Fig. 1: run 1, sequential cells colored by netlist name
Other sequential cells in the stronger gray, the rest of the logic in the fainter gray.
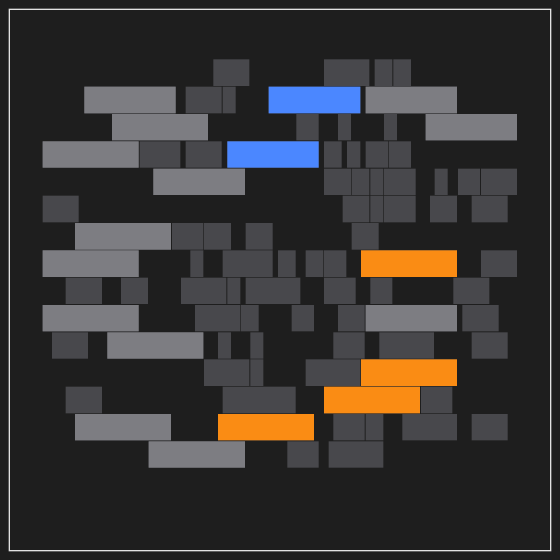
Fig. 2: run 1, sizing map
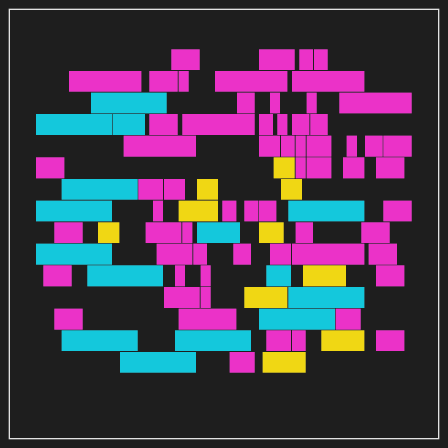
Fig. 3: run 1, cell classes on the final placement
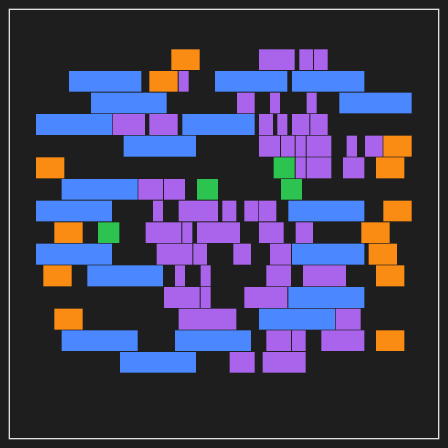
`config.mk`:
```
export PLATFORM = sky130hd
export DESIGN_NAME = encoder_4x2_sync
export DESIGN_NICKNAME = d
export VERILOG_FILES = /design/src/rtl/encoder_pkg.sv /design/src/rtl/encoder_4x2_sync_sync_nff.sv /design/src/rtl/encoder_4x2_sync.sv
export SDC_FILE = /design/constraint.sdc
export NUM_CORES = 1
export LEC_CHECK = 0
export CAP_MARGIN = 20
export CORE_MARGIN = 3
export CORE_UTILIZATION = 40
export CTS_CLUSTER_DIAMETER = 80
export DETAILED_ROUTE_END_ITERATION = 12
export SYNTH_ARGS = -nofsm -noshare
export SYNTH_HDL_FRONTEND = slang
export SYNTH_SLANG_ARGS = --single-unit
```
`constraint.sdc`:
```
create_clock -name clk -period 3.35 [get_ports clk]
set_input_delay 0.67 -clock clk [delete_from_list [all_inputs] [get_ports clk]]
set_output_delay 0.67 -clock clk [all_outputs]
set_load 0.03 [all_outputs]
```
`src/rtl/encoder_pkg.sv`:
```
// Shared types and helpers for the 4-to-2 active-low select encoder.
package encoder_pkg;

  typedef enum logic [1:0] {
    IDLE    = 2'd0,
    SETTLE  = 2'd1,
    HOLD    = 2'd2,
    RELEASE = 2'd3
  } state_t;

  localparam logic [3:0] D_IDLE = 4'b1111;

  typedef struct packed {
    logic       onecold;
    logic [1:0] code;
  } code_info_t;

  function automatic code_info_t onecold_to_code(input logic [3:0] d);
    code_info_t r;
    r.onecold = 1'b1;
    r.code    = 2'b00;
    case (d)
      4'b1110: r.code = 2'b00;
      4'b1101: r.code = 2'b01;
      4'b1011: r.code = 2'b10;
      4'b0111: r.code = 2'b11;
      default: r.onecold = 1'b0;
    endcase
    return r;
  endfunction

  function automatic logic is_multilow(input logic [3:0] d);
    logic [2:0] zeros;
    zeros = '0;
    for (int i = 0; i < 4; i++) zeros = zeros + {2'b00, ~d[i]};
    return (zeros >= 3'd2);
  endfunction

endpackage

```
`src/rtl/encoder_4x2_sync_sync_nff.sv`:
```
// N-bit multi-flop synchroniser with asynchronous active-low reset to RST_VAL.
module sync_nff #(
  parameter int           W       = 4,
  parameter int           STAGES  = 2,
  parameter logic [W-1:0] RST_VAL = '1
) (
  input  logic         clk,
  input  logic         rst_n,
  input  logic [W-1:0] i_d,
  output logic [W-1:0] o_q
);

  logic [W-1:0] r_stage [STAGES];

  always_ff @(posedge clk or negedge rst_n) begin
    if (!rst_n) begin
      for (int i = 0; i < STAGES; i++) r_stage[i] <= RST_VAL;
    end else begin
      r_stage[0] <= i_d;
      for (int i = 1; i < STAGES; i++) r_stage[i] <= r_stage[i-1];
    end
  end

  assign o_q = r_stage[STAGES-1];

endmodule

```
`src/rtl/encoder_4x2_sync.sv`:
```
// Synchronises active-low select lines, waits for a stable one-cold pattern,
// and reports its 2-bit code once per press.
module encoder_4x2_sync
  import encoder_pkg::*;
#(
  parameter int SYNC_STAGES   = 2,
  parameter int STABLE_CYCLES = 3
) (
  input  logic       clk,
  input  logic       rst_n,
  input  logic [3:0] D,
  input  logic       enable,
  output logic       A,
  output logic       B,
  output logic       valid,
  input  logic       ready,
  output logic       error,
  output state_t     o_dbg_state
);

  localparam int                CNT_W      = $clog2(STABLE_CYCLES + 1);
  localparam logic [CNT_W-1:0]  STABLE_CNT = CNT_W'(STABLE_CYCLES);

  logic [3:0]       w_d_s;
  code_info_t       w_info;
  state_t           r_state, w_state_nxt;
  logic [CNT_W-1:0] r_cnt, w_cnt_nxt;
  logic [3:0]       r_cand, w_cand_nxt;
  logic             r_a, r_b, w_a_nxt, w_b_nxt;
  logic             r_error;

  sync_nff #(
    .W       (4),
    .STAGES  (SYNC_STAGES),
    .RST_VAL (D_IDLE)
  ) u_sync (
    .clk   (clk),
    .rst_n (rst_n),
    .i_d   (D),
    .o_q   (w_d_s)
  );

  assign w_info = onecold_to_code(w_d_s);

  always_ff @(posedge clk or negedge rst_n) begin
    if (!rst_n) begin
      r_state <= IDLE;
      r_cnt   <= '0;
      r_cand  <= D_IDLE;
      r_a     <= 1'b0;
      r_b     <= 1'b0;
      r_error <= 1'b0;
    end else begin
      r_state <= w_state_nxt;
      r_cnt   <= w_cnt_nxt;
      r_cand  <= w_cand_nxt;
      r_a     <= w_a_nxt;
      r_b     <= w_b_nxt;
      r_error <= enable && is_multilow(w_d_s);
    end
  end

  // valid/ready: in HOLD the code sits on {A,B} with valid high; the transfer
  // happens on the first rising edge with valid && ready, after which valid drops.
  always_comb begin
    w_state_nxt = r_state;
    w_cnt_nxt   = r_cnt;
    w_cand_nxt  = r_cand;
    w_a_nxt     = r_a;
    w_b_nxt     = r_b;
    case (r_state)
      IDLE: begin
        if (enable && w_info.onecold) begin
          w_cand_nxt = w_d_s;
          w_cnt_nxt  = CNT_W'(1);
          if (STABLE_CYCLES == 1) begin
            w_state_nxt        = HOLD;
            {w_a_nxt, w_b_nxt} = w_info.code;
          end else begin
            w_state_nxt = SETTLE;
          end
        end
      end
      SETTLE: begin
        // A change on the completing edge still aborts.
        if ((w_d_s != r_cand) || !enable) begin
          w_state_nxt = IDLE;
          w_cnt_nxt   = '0;
        end else begin
          w_cnt_nxt = r_cnt + CNT_W'(1);
          if (w_cnt_nxt == STABLE_CNT) begin
            w_state_nxt        = HOLD;
            {w_a_nxt, w_b_nxt} = w_info.code;
          end
        end
      end
      HOLD: begin
        if (ready) w_state_nxt = RELEASE;
      end
      RELEASE: begin
        // Held lines must return to idle before the next report.
        if ((w_d_s == D_IDLE) || !enable) begin
          w_state_nxt = IDLE;
          w_cnt_nxt   = '0;
        end
      end
      default: begin
        w_state_nxt = IDLE;
        w_cnt_nxt   = '0;
      end
    endcase
  end

  assign A           = r_a;
  assign B           = r_b;
  assign valid       = (r_state == HOLD);
  assign error       = r_error;
  assign o_dbg_state = r_state;

endmodule
```
==> results_dict.tcl, run 1 <==
# place-and-route summary
set metrics [dict create \
    stdcell_count 115 \
    ys.flop_type "dfstp_2" \
    setup_viol 0 \
    met1_length_um 647 \
    wl_met2_um 707 \
    cts_resized 0 \
    p_switching_uw 194.8 \
    yosysSeqAreaShare_pct 53.55 \
    use_met3_pct 4.986 \
    routedWlPerCell_um 12.79 \
    yosys_cells 73 \
    endpoint_kind "output port" \
    h-tree-depth 1 \
    dpl_cell_area_um2 1064 \
    whs_path_depth 0 \
    yosysTopAreaCellShare_pct 34.43 \
    avgSynthCellArea_um2 12.55 \
    cts_buffers 3 \
    num_vias 576 \
    netlist_top_cells_count "dfstp_2, dfrtp_1, inv_1" \
    slew_violations 0 \
    cap_violations 0 \
    clk_pin_slew_ns 0.11 \
    path_delay_family "buffers and inverters" \
    criticalPathCategory "reg2out" \
    buffer_area_share_pct 11.90 \
    antenna_found_initial 0 \
    globalRoute.busiestLayer "met2" \
    status "complete, no violations" \
    r2r_slack_ns 1.35 \
    synth_flops 19 \
    yosys.area_share.simple_pct 10.25 \
    synth_area_um2 915.9 \
    slowest_stage "clkdlybuf4s50_1" \
    cts.sinks 19 \
    logic_family "AND-OR/OR-AND gates" \
    die_area_um2 2900 \
    ys_sh_xor_pct 4.781 \
    final.period_utilization_pct 67.23 \
    p_total_uw 628.5 \
    async_reset_ff_share_pct 100.0 \
    cts_root_buf "clkbuf_4" \
    ys_warn_count 0 \
    r2r_end "r_cand[1]" \
    met1_usage_pct 14.51 \
    edf_count 0 \
    grt_max_degree 20 \
    cts_buffer_depth 2 \
    maxPowerGroup "sequential cells" \
    first_iter_violations 3 \
    ant_nets 0 \
    grt_pass1_vias 563 \
    power.internal_uw 433.7 \
    synth.distinct_cells 32 \
    clockPowerShare_pct 18.6 \
    p_comb_uw 179 \
    gp_congestion 0.7250 \
    layout-drive-gt1-share_pct 28.41 \
    mux_share_pct 8.880 \
    hpwlAfterDp_um 1106 \
    boundaryPins 14 \
    max_freq_ghz 0.4440 \
    p_sw_share_pct 31.00 \
    ctsHoldBuffers 0 \
    area_dominant_class "registers" \
    syn_nets 86 \
    place_ws_ns 1.076 \
    dp_cells 111 \
    routed_wl_um 1471 \
    hold_slack_ns 0.3626 \
]
Notes on Fig. 1 above:
legend:
  orange:
    name_in_the_netlist: r_cand
    sequential_cells: 4
  blue:
    name_in_the_netlist: r_cnt
    sequential_cells: 2
not colored: 13
seq pwr: 332 uW
final core utilization: 53.03%
Reg area: 490.5 um2

Notes on Fig. 2 above:
legend:
  cyan:
    size: _2 cells
    cells: 15
    share: 17%
    most_used: dfstp_2
  yellow:
    size: _3 and _4 cells
    cells: 10
    share: 11%
    most_used: mux2_4
  magenta:
    size: _0 and _1 cells
    cells: 63
    share: 72%
    most_used: clkdlybuf4s50_1
area grow syn2layout: 19.40%
fin area: 1094 um2
worst setup margin: 1.098 ns
Non-clock buffers: 13

Notes on Fig. 3 above:
legend:
  orange:
    class: remaining buffers and delay cells
    cells: 13
    share_of_their_area: 12%
  blue:
    class: sequential cells
    cells: 19
    share_of_their_area: 46%
  green:
    class: clock drivers and dummy loads
    cells: 4
    share_of_their_area: 2.8%
  purple:
    class: combinational and other logic
    cells: 52
    share_of_their_area: 39%
flop share of the area: 44.85%
Cell Rows: 16
Core Footprint: 2062 um2

==> run 1 -> run 2 <==
clock period = 1.9 ns   (was 3.35 ns; I/O delays follow)
Fig. 4: run 2, cell classes on the final placement
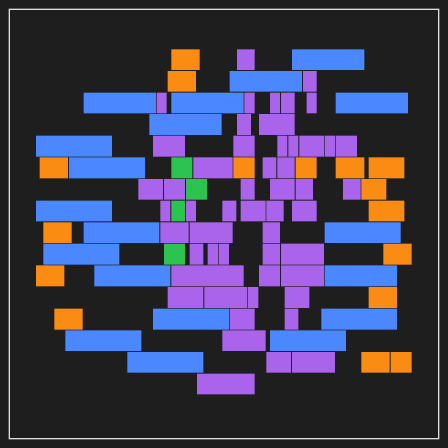
fin area: 1132 um2
flop share of the area: 43.31%
final core utilization: 54.92%

==> results_dict.tcl, run 2 <==
# place-and-route summary
set metrics [dict create \
    whs_path_depth 0 \
    yosysTopAreaCellShare_pct 34.43 \
    ctsHoldBuffers 0 \
    stdcell_count 118 \
    criticalPathCategory "reg2reg" \
    die_area_um2 2900 \
    mux_share_pct 8.880 \
    slew_violations 0 \
    cts_buffer_depth 2 \
    first_iter_violations 10 \
    grt_pass1_vias 607 \
    edf_count 0 \
    cts_resized 1 \
    pg_seq_uw 584 \
    routed_wl_um 1538 \
    place_ws_ns 0.05496 \
    coreArea_um2 2062 \
    slowest_stage "dfstp_2" \
    synth_flops 19 \
    clk_pin_slew_ns 0.11 \
    max_freq_ghz 0.5622 \
    yosys.area_share.simple_pct 10.25 \
    dpl_cell_area_um2 1086 \
    wl_met2_um 739 \
    p_total_mw 1.111 \
    met1_usage_pct 15.45 \
    worst_slack_ns 0.1212 \
    status "complete, no violations" \
    globalRoute.busiestLayer "met2" \
    p_switching_uw 343.0 \
    buffer_area_share_pct 13.81 \
    power.internal_uw 768.0 \
    hold_slack_ns 0.3630 \
    logic_family "AND-OR/OR-AND gates" \
    path_delay_family "flip-flops" \
    cts_root_buf "clkbuf_4" \
    setup_viol 0 \
]
Power is estimated from default activity; no workload was simulated.
